===== src/rtl/flow_ctrl_pkg.sv =====
// Shared types and helpers for the flow-control datapath: FSM state encoding,
// byte-counter width, keep popcount and keep-trim mask.
package flow_ctrl_pkg;

    localparam int unsigned ByteCntW = 16;
    localparam int unsigned KeepMaxW = 64;

    typedef logic [1:0] state_t;
    localparam state_t StIdle = 2'd0;
    localparam state_t StFwd  = 2'd1;
    localparam state_t StDrop = 2'd2;

    function automatic logic [7:0] popcount(input logic [KeepMaxW-1:0] v);
        logic [7:0] n;
        n = '0;
        for (int i = 0; i < KeepMaxW; i++) begin
            n = n + 8'(v[i]);
        end
        return n;
    endfunction

    // Low-aligned mask of n ones; n >= KeepMaxW gives all ones.
    function automatic logic [KeepMaxW-1:0] keep_mask(input logic [7:0] n);
        logic [KeepMaxW:0] t;
        t = (65'd1 << n) - 65'd1;
        return t[KeepMaxW-1:0];
    endfunction

endpackage


===== src/rtl/flow_skid_buf.sv =====
// Two-entry register slice with registered upstream ready; the head entry drives
// the output directly so output is fully registered.
module flow_skid_buf #(
    parameter int unsigned Width = 8
) (
    input  logic             clk_i,
    input  logic             rst_ni,
    input  logic             valid_i,
    output logic             ready_o,
    input  logic [Width-1:0] data_i,
    output logic             valid_o,
    input  logic             ready_i,
    output logic [Width-1:0] data_o
);

    logic [Width-1:0] head_q, tail_q;
    logic [1:0]       count_q, count_d;
    logic             ready_q;
    logic             push, pop;

    assign push = valid_i && ready_q;
    assign pop  = valid_o && ready_i;

    always_comb begin
        count_d = count_q;
        if (push && !pop) begin
            count_d = count_q + 2'd1;
        end else if (pop && !push) begin
            count_d = count_q - 2'd1;
        end
    end

    always_ff @(posedge clk_i or negedge rst_ni) begin
        if (!rst_ni) begin
            head_q  <= '0;
            tail_q  <= '0;
            count_q <= '0;
            ready_q <= 1'b0;
        end else begin
            count_q <= count_d;
            ready_q <= (count_d != 2'd2);
            if (pop) begin
                head_q <= (push && count_q == 2'd1) ? data_i : tail_q;
                if (push && count_q == 2'd2) begin
                    tail_q <= data_i;
                end
            end else if (push) begin
                if (count_q == 2'd0) begin
                    head_q <= data_i;
                end else begin
                    tail_q <= data_i;
                end
            end
        end
    end

    assign ready_o = ready_q;
    assign valid_o = (count_q != 2'd0);
    assign data_o  = head_q;

endmodule


===== src/rtl/flow_frame_guard.sv =====
// Frame-length guard: truncates over-length frames, counts runts, registered output.
// Statistics counters are built only when FLOW_FRAME_GUARD_STAT_EN is defined.
module flow_frame_guard
    import flow_ctrl_pkg::*;
#(
    parameter int unsigned PORT_MNG_DATA_WIDTH = 128,
    parameter int unsigned REG_DATA_WIDTH      = 32,
    parameter int unsigned MIN_FRAME_BYTES     = 64
) (
    input  logic                             i_sys_clk,
    input  logic                             i_sys_rst,
    input  logic [REG_DATA_WIDTH-1:0]        i_max_frame_len,
    input  logic [PORT_MNG_DATA_WIDTH-1:0]   i_flow_data,
    input  logic [PORT_MNG_DATA_WIDTH/8-1:0] i_flow_data_keep,
    input  logic                             i_flow_valid,
    input  logic                             i_flow_last,
    output logic                             o_flow_ready,
    output logic [PORT_MNG_DATA_WIDTH-1:0]   o_flow_data,
    output logic [PORT_MNG_DATA_WIDTH/8-1:0] o_flow_data_keep,
    output logic                             o_flow_valid,
    output logic                             o_flow_last,
    input  logic                             i_flow_ready,
    output logic                             o_trunc_pulse,
    output logic [31:0]                      o_frame_cnt,
    output logic [31:0]                      o_trunc_cnt,
    output logic [31:0]                      o_runt_cnt
);

    localparam int unsigned KeepW = PORT_MNG_DATA_WIDTH / 8;
    localparam int unsigned SkidW = PORT_MNG_DATA_WIDTH + KeepW + 1;

    typedef logic [ByteCntW:0] sum_t;

    state_t              state_q, state_d;
    logic [ByteCntW-1:0] byte_cnt_q, byte_cnt_d;
    logic [ByteCntW-1:0] limit_q, limit;
    logic                trunc_pulse_q;
    logic                accept, fwd_state, over, push, skid_ready;
    logic                out_last, frame_done, is_runt;
    logic [KeepW-1:0]    trim_keep, out_keep;
    logic [7:0]          beat_pop;
    sum_t                beat_bytes, sum, kept_bytes;
    logic [SkidW-1:0]    skid_out;
    logic                unused_max_hi;

    assign unused_max_hi = ^i_max_frame_len[REG_DATA_WIDTH-1:ByteCntW];

    assign beat_pop   = popcount(KeepMaxW'(i_flow_data_keep));
    assign beat_bytes = sum_t'(beat_pop);
    assign fwd_state  = (state_q != StDrop);
    // Limit is taken live on the first beat and latched for the rest of the frame.
    assign limit      = (state_q == StIdle) ? i_max_frame_len[ByteCntW-1:0] : limit_q;
    assign sum        = sum_t'(byte_cnt_q) + beat_bytes;
    assign over       = (limit != '0) && (sum > sum_t'(limit));
    assign trim_keep  = KeepW'(keep_mask(8'(limit - byte_cnt_q)));
    assign out_keep   = over ? (i_flow_data_keep & trim_keep) : i_flow_data_keep;
    assign out_last   = i_flow_last || over;

    assign o_flow_ready = (state_q == StDrop) ? 1'b1 : skid_ready;
    assign accept       = i_flow_valid && o_flow_ready;
    assign push         = accept && fwd_state;
    assign frame_done   = push && out_last;
    assign kept_bytes   = over ? sum_t'(limit) : sum;
    assign is_runt      = kept_bytes < sum_t'(MIN_FRAME_BYTES);

    always_comb begin
        state_d    = state_q;
        byte_cnt_d = byte_cnt_q;
        if (accept) begin
            if (fwd_state) begin
                if (i_flow_last) begin
                    state_d = StIdle;
                end else begin
                    state_d = over ? StDrop : StFwd;
                end
                byte_cnt_d = sum[ByteCntW] ? '1 : sum[ByteCntW-1:0];
            end else if (i_flow_last) begin
                state_d = StIdle;
            end
        end
        if (state_d == StIdle) begin
            byte_cnt_d = '0;
        end
    end

    always_ff @(posedge i_sys_clk or negedge i_sys_rst) begin
        if (!i_sys_rst) begin
            state_q       <= StIdle;
            byte_cnt_q    <= '0;
            limit_q       <= '0;
            trunc_pulse_q <= 1'b0;
        end else begin
            state_q       <= state_d;
            byte_cnt_q    <= byte_cnt_d;
            trunc_pulse_q <= push && over;
            if (accept && state_q == StIdle) begin
                limit_q <= i_max_frame_len[ByteCntW-1:0];
            end
        end
    end

    assign o_trunc_pulse = trunc_pulse_q;

    flow_skid_buf #(
        .Width (SkidW)
    ) u_skid (
        .clk_i   (i_sys_clk),
        .rst_ni  (i_sys_rst),
        .valid_i (push),
        .ready_o (skid_ready),
        .data_i  ({i_flow_data, out_keep, out_last}),
        .valid_o (o_flow_valid),
        .ready_i (i_flow_ready),
        .data_o  (skid_out)
    );

    assign {o_flow_data, o_flow_data_keep, o_flow_last} = skid_out;

`ifdef FLOW_FRAME_GUARD_STAT_EN
    logic [31:0] frame_cnt_q, trunc_cnt_q, runt_cnt_q;

    always_ff @(posedge i_sys_clk or negedge i_sys_rst) begin
        if (!i_sys_rst) begin
            frame_cnt_q <= '0;
            trunc_cnt_q <= '0;
            runt_cnt_q  <= '0;
        end else begin
            if (frame_done && frame_cnt_q != '1) begin
                frame_cnt_q <= frame_cnt_q + 32'd1;
            end
            if (push && over && trunc_cnt_q != '1) begin
                trunc_cnt_q <= trunc_cnt_q + 32'd1;
            end
            if (frame_done && is_runt && runt_cnt_q != '1) begin
                runt_cnt_q <= runt_cnt_q + 32'd1;
            end
        end
    end

    assign o_frame_cnt = frame_cnt_q;
    assign o_trunc_cnt = trunc_cnt_q;
    assign o_runt_cnt  = runt_cnt_q;
`else
    logic unused_stat;
    assign unused_stat = frame_done ^ is_runt;
    assign o_frame_cnt = '0;
    assign o_trunc_cnt = '0;
    assign o_runt_cnt  = '0;
`endif

endmodule


===== config.mk =====
export PLATFORM = sky130hd
export DESIGN_NAME = flow_frame_guard
export DESIGN_NICKNAME = d
export VERILOG_FILES = /design/src/rtl/flow_ctrl_pkg.sv /design/src/rtl/flow_skid_buf.sv /design/src/rtl/flow_frame_guard.sv
export SDC_FILE = /design/constraint.sdc
export NUM_CORES = 1
export LEC_CHECK = 0
export CAP_MARGIN = 10
export CORE_MARGIN = 8
export CORE_UTILIZATION = 35
export DETAILED_ROUTE_END_ITERATION = 12
export PLACE_DENSITY = 0.69
export SKIP_CTS_REPAIR_TIMING = 1
export SYNTH_ARGS = -nofsm -noshare
export SYNTH_HDL_FRONTEND = slang
export SYNTH_SLANG_ARGS = --single-unit

===== constraint.sdc =====
create_clock -name i_sys_clk -period 14.4 [get_ports i_sys_clk]
set_clock_uncertainty 0.05 [all_clocks]
set_input_delay 2.88 -clock i_sys_clk [delete_from_list [all_inputs] [get_ports i_sys_clk]]
set_output_delay 2.88 -clock i_sys_clk [all_outputs]
set_load 0.03 [all_outputs]

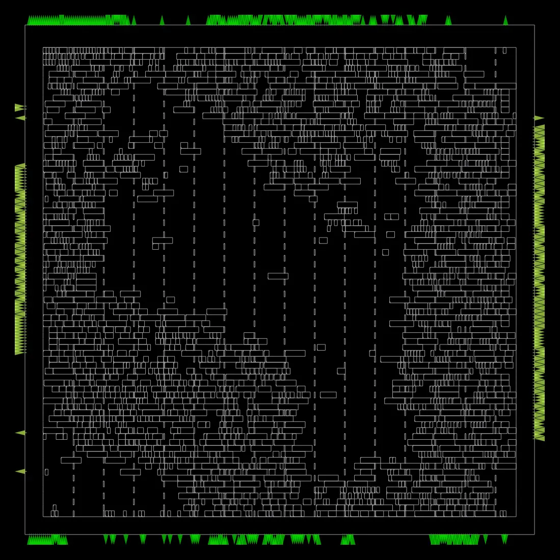
(cell outlines without signal wires)
number of standard cells in the final layout excluding fillers: 2798
Post-Route Utilization: 0.452

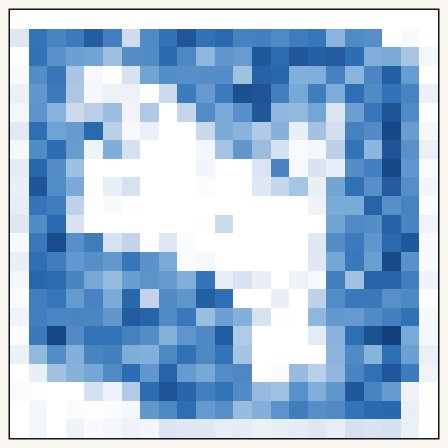
(cell density map)
The die is cut into 23 by 23 equal tiles; white is low, dark blue is high, 0 to 100% covered.
The mean over all tiles is 37%. The emptiest ninth of the die: centre. 10% of the tiles are over 75% full. 22% of the tiles are nearly empty.

==> run notes <==
The run has ended; figures from its reports follow.

Per the power-grid run, VDD falls by no more than 0.149 mV. The worst path required time came out at 14770 ps. STA classifies the critical path startpoint as a primary input. The detailed-placement wirelength estimate came out at 32400 µm. The global routing usage on met3 is 0.0408.

The max-slew violation count came out at 0. The main area contributors are sky130_fd_sc_hd__dfrtp_1, sky130_fd_sc_hd__nand2_1, sky130_fd_sc_hd__a31oi_1. The aggregate global routing overflow is 0. The count of buffers not belonging to the clock network in the layout came out at 325. The sequential cell count of the final layout is 328.

The post-placement cell area is 0.0197 mm². The register area share after synthesis came out at 0.496. The tree built by TritonCTS fans out to 328 sinks. The setup slack after layout came out at 5220 ps.

The layout overhead on the synthesized area is 27.3%. The number of routed nets with antenna violations is 0. The cell sitting at the root of the clock tree is a sky130_fd_sc_hd__clkbuf_16.

The mean number of vias per cell is 4.98. Counting tap cells, the placed design contains a total of 2722 instances. The combinational share of power came out at 0.511.

For met1 alone, demand over resource in global routing was 0.224. The report gives the cell count of the worst hold path as 2. TritonCTS built the clock tree. The dominant power group in this design is combinational logic. Pin placement for this block handled 425 I/O pins. The number of synthesized register bits is 328.

The delay of the slowest critical-path stage is 550 ps. The family with the most delay on the worst path is adder cells. The power report puts the leakage power at 0.00968 µW. Setup repair after global routing left no endpoint under its margin. The number of warnings in the stage logs came out at 53.

The clock group total power is 1020 µW. In this run, the synthesized area fraction spent on AND-OR/OR-AND gates is recorded as 0.119. The number of tapcells is 607. The maximum number of pins on one net before global-route repair came out at 259. The most congested layer reported by global routing is met2.

The number of maximum-capacitance violations recorded for the run is 0. The share of the final layout cell area in multi-input gates is 0.347. In the layout the commonest cells are sky130_fd_sc_hd__nand2_1, sky130_fd_sc_hd__dfrtp_1, sky130_fd_sc_hd__clkdlybuf4s50_1, sky130_fd_sc_hd__nor2_1, sky130_fd_sc_hd__a31oi_1. The final hold violation count came out at 0.

The worst-skew pair later-pin latency is 560 ps. Per the gpl log, the routability congestion estimate is 0.861. The post-synthesis adder-cell area fraction is 0.0422. Across every metal layer, demand over resource in global routing totals 0.170.

The class of the tightest hold or removal check is reg2reg. The post-route cell area is 0.0211 mm². The CTS buffer count came out at 39. CTS built an H-tree with a depth of 2. The minimum setup slack among reg-to-reg paths is 7910 ps. The number of antenna violations at the first check in global routing is 1. The layout report lists the non-clock buffer share of cell area as 0.154. The DRC violation count after routing is 0. The data arrival time reported for the critical path is 9550 ps.

The count of synthesis-stage warnings from yosys came out at 0. The first global-routing pass estimated 75800 µm of wire. The number of buffers inserted by port buffering is 312.

Of the total synthesized cell area, the portion taken by AND, OR, NAND and NOR gates is 0.224. The startpoint of the worst hold path is u_skid.tail_q[82]$_DFFE_PN0P_. The number of global-route vias before repair is 13900. The most frequently used cell type in the post-synthesis netlist is sky130_fd_sc_hd__nand2_1.

The fraction of the cycle the final worst path needs is 0.638. The region available for standard cell placement spans 0.0466 mm². The timing report shows that the slowest cell on the worst path is sky130_fd_sc_hd__fa_1. The total of clock buffers placed in the layout is 61.

The share of final layout cell area taken by clock buffers and inverters came out at 0.0633. The yosys synthesis chip area is 0.0165 mm². The flow ran to the end, and the final reports show no timing, DRC or antenna violations. The proportion of power drawn by the clock network is 0.189. Synthesis handed over a netlist of 1906 instances. The count of library flops with an enable pin is 0. The end of the worst hold path is u_skid.tail_q[82]$_DFFE_PN0P_. The combined area of the multi-input logic cells came out at 0.00730 mm². The cell taking the most area after synthesis is sky130_fd_sc_hd__dfrtp_1.

The number of library cell types mapped by synthesis is 78. Power attributed to combinational cells is 2770 µW. The die height came out at 233 µm.

The number of nets at the end of the flow is 2386. The maximum frequency from static timing analysis came out at 109 MHz. Looking at the reg2reg group, the worst path starts from state_q[1]$_DFF_PN0_. The die width came out at 233 µm. The total power draw is 5430 µW.

By instance count after routing, the leading logic cell type is sky130_fd_sc_hd__nand2_1. Traced cell by cell, the critical path runs through clkdlybuf4s50_1 -> fa_1 -> inv_1 -> fa_1 -> fa_1 -> fa_1 -> fa_1 -> fa_1 -> nor2b_1 -> o2111ai_2 -> a211oi_1 -> and3_1 -> xor2_1 -> ha_1 -> nand4_1 -> nor4_1 -> a21oi_1 -> o32a_1 -> nand2_2 -> nor4_1 -> o31ai_1. Among the non-sequential cells, simple AND/OR/NAND/NOR gates take the most area.

In the final report, the number of endpoints failing setup comes to 0. The class occupying the most area after layout is reported as flip-flops and latches.
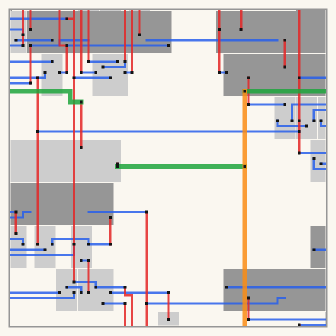
(close-up of the layout)
Region (165, 165) to (185, 185) µm. Cells in grey, sequential cells in the stronger grey; small squares are vias.
Red stands for M2. Orange stands for M4. Blue stands for M1. Green stands for M3.
17 logic cells have their middle in the window. Sequential cells in the window: 5. Most frequent: nand2_1 (9), dfrtp_1 (5), a31oi_1 (2). Netlist names of flops here include u_skid.tail_q (5).

Power is estimated from default activity; no workload was simulated.
